--- src/rtl/fir_adder_tree_pipe.sv ---
`default_nettype none
// ============================================================================
// Module      : fir_adder_tree_pipe
// Description : Pipelined signed adder tree reducing N_IN lanes to one sum,
//               followed by a registered round/shift/saturate-or-wrap stage.
//               A valid bit travels alongside the data and one global advance
//               enable gives ready/valid backpressure at the output.
// Revision    : 1.0 - initial release
// ============================================================================
module fir_adder_tree_pipe #(
  parameter int N_IN      = 16,
  parameter int IN_W      = 28,
  parameter int OUT_W     = 32,
  parameter int REG_EVERY = 1,
  parameter int SHIFT     = 0,
  parameter int ROUND     = 0,
  parameter int SAT       = 0
) (
  input  logic                 clk,
  input  logic                 rst_n,
  input  logic [N_IN*IN_W-1:0] in_data,
  input  logic                 in_valid,
  output logic                 in_ready,
  output logic [OUT_W-1:0]     sum_out,
  output logic                 out_valid,
  input  logic                 out_ready,
  output logic                 sat_flag
);

  localparam int LEVELS = $clog2(N_IN);
  localparam int SUM_W  = IN_W + LEVELS;
  localparam int N_PAD  = 1 << LEVELS;
  // Wide enough to hold the shifted sum and both clamp limits without loss.
  localparam int EXT_W  = ((SUM_W + 1 > OUT_W) ? SUM_W + 1 : OUT_W) + 1;

  localparam int c_rnd_sh = (SHIFT > 0) ? SHIFT - 1 : 0;
  localparam logic [SUM_W:0] c_rnd_add =
      (ROUND != 0 && SHIFT > 0) ? ((SUM_W + 1)'(1) << c_rnd_sh) : {(SUM_W + 1){1'b0}};
  localparam logic signed [EXT_W-1:0] c_sat_max = {{(EXT_W - OUT_W + 1){1'b0}}, {(OUT_W - 1){1'b1}}};
  localparam logic signed [EXT_W-1:0] c_sat_min = {{(EXT_W - OUT_W + 1){1'b1}}, {(OUT_W - 1){1'b0}}};

  logic                   adv;
  logic [N_PAD*SUM_W-1:0] w_leaf;

  // Leaves: node i holds lane i sign-extended to SUM_W; lane 0 sits in the
  // input MSBs. Padding leaves are zero so an odd node simply passes through.
  for (genvar i = 0; i < N_PAD; i++) begin : g_leaf
    if (i < N_IN) begin : g_real
      assign w_leaf[i*SUM_W +: SUM_W] =
          {{LEVELS{in_data[(N_IN-1-i)*IN_W + IN_W - 1]}}, in_data[(N_IN-1-i)*IN_W +: IN_W]};
    end else begin : g_pad
      assign w_leaf[i*SUM_W +: SUM_W] = '0;
    end
  end

  // One generate scope per adder level; each halves the node count.
  for (genvar k = 1; k <= LEVELS; k++) begin : g_lvl
    localparam int IN_N  = N_PAD >> (k - 1);
    localparam int OUT_N = N_PAD >> k;

    logic [IN_N*SUM_W-1:0]  w_in;
    logic [OUT_N*SUM_W-1:0] w_sum;
    logic [OUT_N*SUM_W-1:0] w_out;
    logic                   w_vin;
    logic                   w_vout;

    if (k == 1) begin : g_first
      assign w_in  = w_leaf;
      assign w_vin = in_valid;
    end else begin : g_next
      assign w_in  = g_lvl[k-1].w_out;
      assign w_vin = g_lvl[k-1].w_vout;
    end

    // Pairwise adds in index order; SUM_W is wide enough that nothing overflows.
    always_comb begin
      w_sum = '0;
      for (int j = 0; j < OUT_N; j++) begin
        w_sum[j*SUM_W +: SUM_W] = w_in[(2*j)*SUM_W +: SUM_W] + w_in[(2*j+1)*SUM_W +: SUM_W];
      end
    end

    if (((k % REG_EVERY) == 0) || (k == LEVELS)) begin : g_reg
      logic [OUT_N*SUM_W-1:0] data_q;
      logic                   vld_q;

      // Pipeline register for this level; holds everything while stalled.
      always_ff @(posedge clk or negedge rst_n) begin
        if (!rst_n) begin
          data_q <= '0;
          vld_q  <= 1'b0;
        end else if (adv) begin
          data_q <= w_sum;
          vld_q  <= w_vin;
        end
      end

      assign w_out  = data_q;
      assign w_vout = vld_q;
    end else begin : g_comb
      assign w_out  = w_sum;
      assign w_vout = w_vin;
    end
  end

  logic [SUM_W-1:0]        w_root;
  logic                    w_root_vld;
  logic signed [SUM_W:0]   w_rnd;
  logic signed [SUM_W:0]   w_shf;
  logic signed [EXT_W-1:0] w_ext;
  logic [OUT_W-1:0]        sum_d;
  logic [OUT_W-1:0]        sum_q;
  logic                    sat_d;
  logic                    sat_q;
  logic                    vld_q;

  assign w_root     = g_lvl[LEVELS].w_out;
  assign w_root_vld = g_lvl[LEVELS].w_vout;

  // Rounding add one bit wider than the sum so the half-LSB can never wrap.
  assign w_rnd = $signed({w_root[SUM_W-1], w_root}) + $signed(c_rnd_add);
  assign w_shf = w_rnd >>> SHIFT;
  assign w_ext = {{(EXT_W - SUM_W - 1){w_shf[SUM_W]}}, w_shf};

  // Output formatting: clamp with flag when saturating, otherwise keep low bits.
  always_comb begin
    sum_d = w_ext[OUT_W-1:0];
    sat_d = 1'b0;
    if (SAT != 0) begin
      if (w_ext > c_sat_max) begin
        sum_d = c_sat_max[OUT_W-1:0];
        sat_d = 1'b1;
      end else if (w_ext < c_sat_min) begin
        sum_d = c_sat_min[OUT_W-1:0];
        sat_d = 1'b1;
      end
    end
  end

  // Output register; contents stay put until downstream takes them.
  always_ff @(posedge clk or negedge rst_n) begin
    if (!rst_n) begin
      sum_q <= '0;
      sat_q <= 1'b0;
      vld_q <= 1'b0;
    end else if (adv) begin
      sum_q <= sum_d;
      sat_q <= sat_d;
      vld_q <= w_root_vld;
    end
  end

  // The whole pipe moves only when the output slot is empty or being drained.
  assign adv       = out_ready | ~vld_q;
  assign in_ready  = adv;
  assign sum_out   = sum_q;
  assign sat_flag  = sat_q;
  assign out_valid = vld_q;

endmodule
`default_nettype wire

--- config.mk ---
export PLATFORM = sky130hd
export DESIGN_NAME = fir_adder_tree_pipe
export DESIGN_NICKNAME = d
export VERILOG_FILES = /design/src/rtl/fir_adder_tree_pipe.sv
export SDC_FILE = /design/constraint.sdc
export NUM_CORES = 2
export LEC_CHECK = 0
export CORE_MARGIN = 5
export CORE_UTILIZATION = 47
export CTS_CLUSTER_DIAMETER = 120
export DETAILED_ROUTE_END_ITERATION = 7
export PLACE_DENSITY = 0.75
export SLEW_MARGIN = 0
export SYNTH_ARGS = -nofsm -noshare
export SYNTH_HDL_FRONTEND = slang
export SYNTH_SLANG_ARGS = --single-unit
--- constraint.sdc ---
create_clock -name clk -period 9.41 [get_ports clk]
set_input_delay 0.941 -clock clk [delete_from_list [all_inputs] [get_ports clk]]
set_output_delay 0.941 -clock clk [all_outputs]
set_load 0.01 [all_outputs]
Figure 1. M3 wires.
Scale bar: 100 µm.
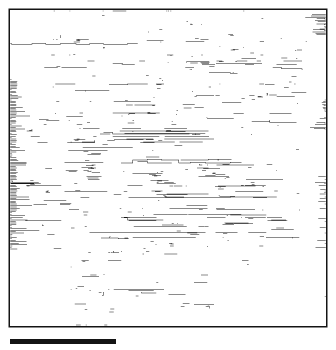
main direction	horizontal
longest straight run	109 µm

Figure 2. Where the registers sit.
Other sequential cells in the stronger gray, the rest of the logic in the fainter gray.
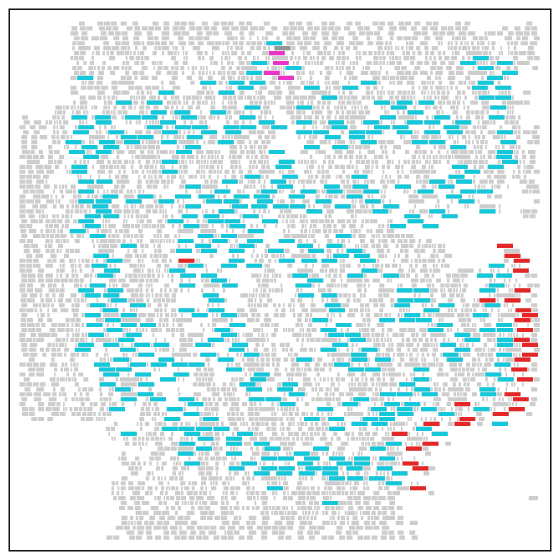
name in the netlist	color	flops
sum_out	red	32
g_lvl.g_reg.vld_q	magenta	4
g_lvl.g_reg.data_q	cyan	456
not colored	1
Sequential cell area: 0.0123 mm²
reported sequential group power: 0.00410 W
share of the core filled with cells: 56.9%
share of the final layout cell area in sequential cells: 26.5%

Figure 3. The metal 2 layer.
Cells faint in the background.
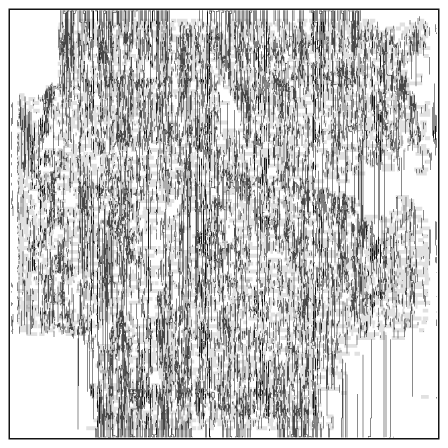
share of all routed wire	47%
nets with wire on the layer	4908
main direction	vertical
longest straight run	105 µm

Figure 4. Routing congestion map.
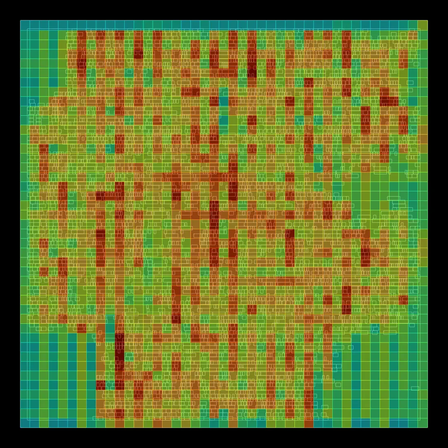
GR peak layer: met2
GRT Overall Usage: 24.0%
routed length per instance: 18.0 µm
met1 global-route usage: 31.9%

==> design notes <==
The highest clock rate this design can be run at is 222 MHz. The combined buffer and inverter count along the critical path was 4. On the worst path, the slowest cell contributes a delay of 0.76 ns. Routed signal wires occupy layers up through met5. The run finished with clean final reports. The layout has 64 clock buffers.

Once placement completed, the tool counted placed cells totaling 6025. The aggregate global routing overflow is 0, and the parity-gate share of the synthesized area counting xor and xnor cells is 6.94%. Of the available clock period, the critical path in the final layout requires 47.8%. Ranked by total area, the top cell class in this layout is combinational gates.

The total core area is 0.0818 mm², and the number of signal-net buffers in the layout is 498. In this run the post-CTS setup repair buffer count came out at 0. The post-synthesis share of cell area spent on full adders, half adders and majority gates is 14.8%, and the count of fill cells added during filler insertion is 7493. For the clock sink count, the log shows 493. The die height came out at 297 µm. Non-clock buffer contribution to total cell area: 10.7%.

The commonest non-fill, non-tap cell in the layout is sky130_fd_sc_hd__nand2_1. STA lists the endpoint of the worst register-to-register path as g_lvl[2].g_reg.data_q[83]. Master cell of the clock root buffer: sky130_fd_sc_hd__clkbuf_16. The run gives 52300 µm as the met2 wire length. sky130_fd_sc_hd__dfrtp_1 takes more of the synthesized area than any other cell. The combinational fraction of the cell area came out at 54.6%.

For this run, the leading register cell type out of synthesis is sky130_fd_sc_hd__dfrtp_1. With the arrival time reported for the critical path endpoint at 3.56 ns, the pin count of the biggest net entering global routing is 222. For the static power due to leakage, the log shows 20.9 nW. The detailed-routed wire length on met3 was 5490 µm. For the area of the multi-input gates, the log shows 0.0254 mm². The run gives 56 for the total clock buffers created by CTS. The tools report the worst setup path endpoint as in_ready.

Chip area: 0.0883 mm². Of the combinational cells, the family taking the most area is AND-OR/OR-AND gates. For the antenna diode count, the log shows 1. Buffers inserted to repair hold after CTS numbered 0.

The logs give 59.6% for the share of power burned in combinational logic and 493 for the flip-flop and latch count. With the insertion delay to the later sink of the worst-skew pair at 0.62 ns, the switching share of total power is 45.7%. For reference, the top cells by area after synthesis are sky130_fd_sc_hd__dfrtp_1 32%, sky130_fd_sc_hd__ha_1 14%, sky130_fd_sc_hd__a21oi_1 6.5%.

STA reports the tightest min-delay check as being of type in2async. The tools report the number of max-capacitance violations reported as 0. The yosys synthesis warning count was 0. The post-layout instance area came out at 0.0466 mm².

The number of global-route vias before repair was 33600. In the power breakdown, the biggest contributor is combinational logic. According to the floorplan report, the die width is 297 µm. For the final worst hold slack, the log shows 0.301 ns. The worst clock skew was 0.0353 ns; the total cell area at the placement stage was 0.0445 mm². After synthesis, the share of cell area in mux cells is 0.216%. For this run, global-route usage on met2 was measured as 40.4%. The synthesized netlist devotes 18.3% of its cell area to simple gates. The kind of cell with the highest combined delay along the critical path is buffers and inverters.

The first-pass GRT wire length was 176000 µm; the layout multi-input combinational cell count was 3852. The start point of the critical path was out_ready. Cell internal power was estimated by the tool at 0.00876 W. VDD sags by at most 0.163 mV. The run gives 4 as the number of antenna violations at the first check in global routing. Summing the sequential cell areas from Yosys gives 31.8% of the chip area. The detailed-route wire length on metal 1 is 48500 µm, and the number of DRC markers after the initial detailed-route iteration is 2180. For this run the detailed placement stage logged an HPWL of 87200 µm.
No activity file was given, so power comes from the tool's default toggle rates.
